Fig. 1: wiring by layer
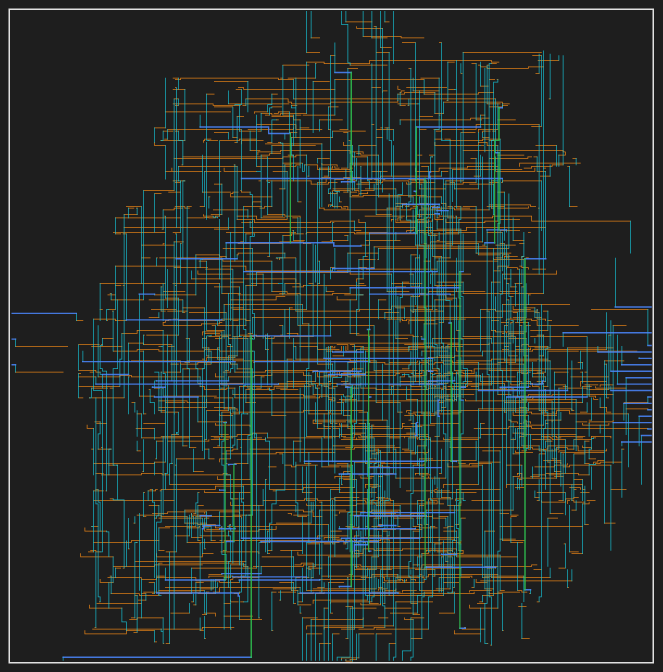
Fig. 2: wires at chosen ports, followed through buffers
Scale bar: 50 um.
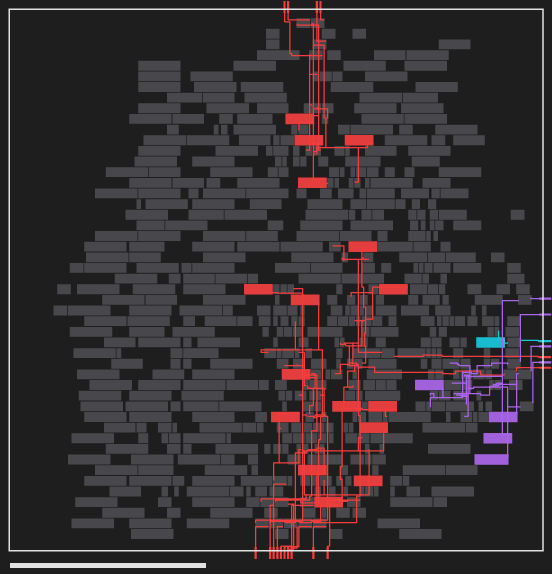
Fig. 3: cells coloured by class
Fill, decap, tap and diode cells in grey.
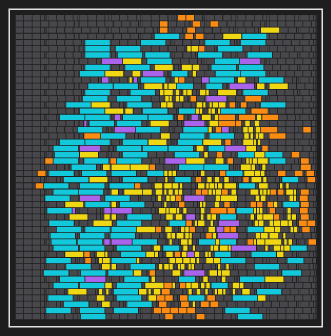
### src/rtl/program_counter_stack.sv
// Program counter with a single-cycle call/return stack.
// The PC can reset, load, increment or hold. call pushes the return address
// (out+STEP) and jumps to in. ret pops the top entry back into out.
// The return stack is a circular buffer with a modulo-DEPTH top pointer, so
// DEPTH does not have to be a power of two. When a call arrives on a full
// stack, the oldest entry is overwritten. overflow and underflow are sticky
// flags that stay set until clr_err.
module program_counter_stack #(
  parameter int              WIDTH     = 16,
  parameter int              DEPTH     = 8,
  parameter logic [WIDTH-1:0] RESET_VEC = '0,
  parameter logic [WIDTH-1:0] STEP      = WIDTH'(1)
) (
  input  logic                       clk,
  input  logic                       reset,
  input  logic                       en,
  input  logic                       inc,
  input  logic                       load,
  input  logic                       call,
  input  logic                       ret,
  input  logic [WIDTH-1:0]           in,
  input  logic                       clr_err,
  output logic [WIDTH-1:0]           out,
  output logic [$clog2(DEPTH+1)-1:0] depth,
  output logic                       empty,
  output logic                       full,
  output logic                       overflow,
  output logic                       underflow
);

  localparam int DW = $clog2(DEPTH + 1);
  localparam int PW = (DEPTH > 1) ? $clog2(DEPTH) : 1;

  logic [WIDTH-1:0] out_reg, out_next;
  logic [DW-1:0]    depth_reg, depth_next;
  logic [PW-1:0]    top_reg, top_next;
  logic             overflow_reg, overflow_next;
  logic             underflow_reg, underflow_next;

  logic [WIDTH-1:0] stack_mem [DEPTH];

  logic [WIDTH-1:0] ret_addr;
  logic [PW-1:0]    top_inc, top_dec;
  logic             is_empty, is_full;
  logic             push;

  assign is_empty = (depth_reg == '0);
  assign is_full  = (depth_reg == DW'(DEPTH));
  assign ret_addr = out_reg + STEP;

  // The top pointer wraps modulo DEPTH in both directions.
  assign top_inc = (top_reg == PW'(DEPTH - 1)) ? '0 : top_reg + PW'(1);
  assign top_dec = (top_reg == '0) ? PW'(DEPTH - 1) : top_reg - PW'(1);

  // call has the highest priority. A push always lands in the slot after top.
  assign push = en & call;

  // Next-state logic. When en is set, only the highest-priority control acts.
  always_comb begin
    out_next       = out_reg;
    depth_next     = depth_reg;
    top_next       = top_reg;
    overflow_next  = overflow_reg;
    underflow_next = underflow_reg;
    if (en) begin
      // Clear first, so an error event in the same cycle still sets the flag.
      if (clr_err) begin
        overflow_next  = 1'b0;
        underflow_next = 1'b0;
      end
      if (call) begin
        out_next = in;
        top_next = top_inc;
        if (is_full) begin
          overflow_next = 1'b1;
        end else begin
          depth_next = depth_reg + DW'(1);
        end
      end else if (ret) begin
        if (is_empty) begin
          underflow_next = 1'b1;
        end else begin
          out_next   = stack_mem[top_reg];
          top_next   = top_dec;
          depth_next = depth_reg - DW'(1);
        end
      end else if (load) begin
        out_next = in;
      end else if (inc) begin
        out_next = ret_addr;
      end
    end
  end

  // PC, stack bookkeeping and flags. Reset acts regardless of en.
  always_ff @(posedge clk) begin
    if (!reset) begin
      out_reg       <= RESET_VEC;
      depth_reg     <= '0;
      top_reg       <= '0;
      overflow_reg  <= 1'b0;
      underflow_reg <= 1'b0;
    end else begin
      out_reg       <= out_next;
      depth_reg     <= depth_next;
      top_reg       <= top_next;
      overflow_reg  <= overflow_next;
      underflow_reg <= underflow_next;
    end
  end

  // Each stack slot captures the return address when a push targets it.
  // The slots have no reset. After a reset, depth==0 keeps stale entries
  // from ever being popped.
  generate
    for (genvar gi = 0; gi < DEPTH; gi++) begin : g_slot
      // Write slot gi on a push whose new top is gi.
      always_ff @(posedge clk) begin
        if (reset && push && (top_inc == PW'(gi))) begin
          stack_mem[gi] <= ret_addr;
        end
      end
    end
  endgenerate

  assign out       = out_reg;
  assign depth     = depth_reg;
  assign empty     = is_empty;
  assign full      = is_full;
  assign overflow  = overflow_reg;
  assign underflow = underflow_reg;

endmodule

### config.mk
export PLATFORM = sky130hd
export DESIGN_NAME = program_counter_stack
export DESIGN_NICKNAME = d
export VERILOG_FILES = /design/src/rtl/program_counter_stack.sv
export SDC_FILE = /design/constraint.sdc
export NUM_CORES = 1
export LEC_CHECK = 0
export ABC_AREA = 0
export CAP_MARGIN = 20
export CORE_AREA = 2 2 134 136
export DETAILED_ROUTE_END_ITERATION = 10
export DIE_AREA = 0 0 136 138
export PLACE_DENSITY = 0.62
export SLEW_MARGIN = 20
export SYNTH_ARGS = -nofsm -noshare
export SYNTH_HDL_FRONTEND = slang
export SYNTH_SLANG_ARGS = --single-unit
### constraint.sdc
create_clock -name clk -period 2.48 [get_ports clk]
set_input_delay 0.496 -clock clk [delete_from_list [all_inputs] [get_ports clk]]
set_output_delay 0.496 -clock clk [all_outputs]
set_load 0.005 [all_outputs]
==> flow_summary_export.csv <==
group,metric,value,unit
sta,rsz0062_at_grt,"no",
floorplan,die-area,18800,um^2
synth,common_cells,"128 x edfxtp_1, 28 x dfxtp_1, 27 x mux4_2",
routing,viasPerCell,5.55,
setup_path,crit_fanout,7,
power,p_seq_share,46.7,%
grt,grt_overflow,0,
routing,drt_wl_total,17200,um
floorplan,die_height,138,um
power,powerClk,2.60,mW
clocking,postCtsSetupRepairBufs,1,
sta,fmax,0.448,GHz
finish,utilization,49.0,%
place,dp_hpwl,11300,um
sta,tns,0,ns
power,swShare,25.1,%
sta,fin_crit_sh,89.9,%
finish,fin_nets,596,
sta,hold_viol_final,0,
sta,worst_slack,0.250,ns
finish,largest_register_ffs,128,
clocking,cts_sinks,156,
setup_path,crit_path_end,"full",
setup_path,worstSetupStartpointType,"register",
status,outcome,"finished, final reports clean",
synth,synth_nets,501,
place,io_buffers,47,
floorplan,chipWidth,136,um
place,dpl_cell_area,7990,um^2
hold_path,min_delay_path_depth,2,
synth,syn_inst,466,
hold_path,min_from,"overflow",
sta,skew,0.0189,ns
floorplan,io_pins,48,
run,warnings,31,
synth,ys_sh_xor,2.18,%
sta,finalMaxSlewViolations,0,
clocking,cts-buffers-inserted,17,
sta,layout_min_cycle_time,2.23,ns
synth,ys_sh_adder,2.13,%
clocking,clk_pin_slew,0.07,ns
About Fig. 1:
colour	layer	wire length
cyan	M2	8480 um
orange	M1	7120 um
green	M4	578 um
blue	M3	1030 um

About Fig. 2:
colour	port	bits	direction	edge	end cells	buffers	wire
cyan	overflow	1	output	right	1	1	10.8 um
red	out	16	output	10 bottom, 4 top, 2 right	16	18	1190 um
purple	depth	4	output	right	4	4	233 um

About Fig. 3:
colour	class	cells
cyan	registers	156
orange	remaining buffers and delay cells	100
yellow	remaining logic cells	286
purple	clock drivers and dummy loads	32

-- area by class of cell --
class | count | area, um^2 | share of cell area [%]
Sequential cell | 156 | 4410 | 51.4
Multi-Input combinational cell | 269 | 2240 | 26.1
Timing Repair Buffer | 100 | 996 | 11.6
Clock buffer | 18 | 429 | 5.00
Tap cell | 229 | 287 | 3.34
Clock inverter | 14 | 156 | 1.82
Inverter | 17 | 63.8 | 0.743
-- layer usage --
layer  global-route usage [%]  vias up  share of wire, %
met1                     24.0     2236                41
met4                     9.54        0               3.4
met2                     30.8      171                49
li1                         -     2013                 -
met5                        0        -                 0
met3                     4.00       34               6.0
-- critical path, stage by stage (launching register included) --
cell             delay, ns
dfxtp_1               0.39
nor3_1                0.24
and2_1                0.18
clkdlybuf4s50_1       0.50
Power is estimated from default activity; no workload was simulated.
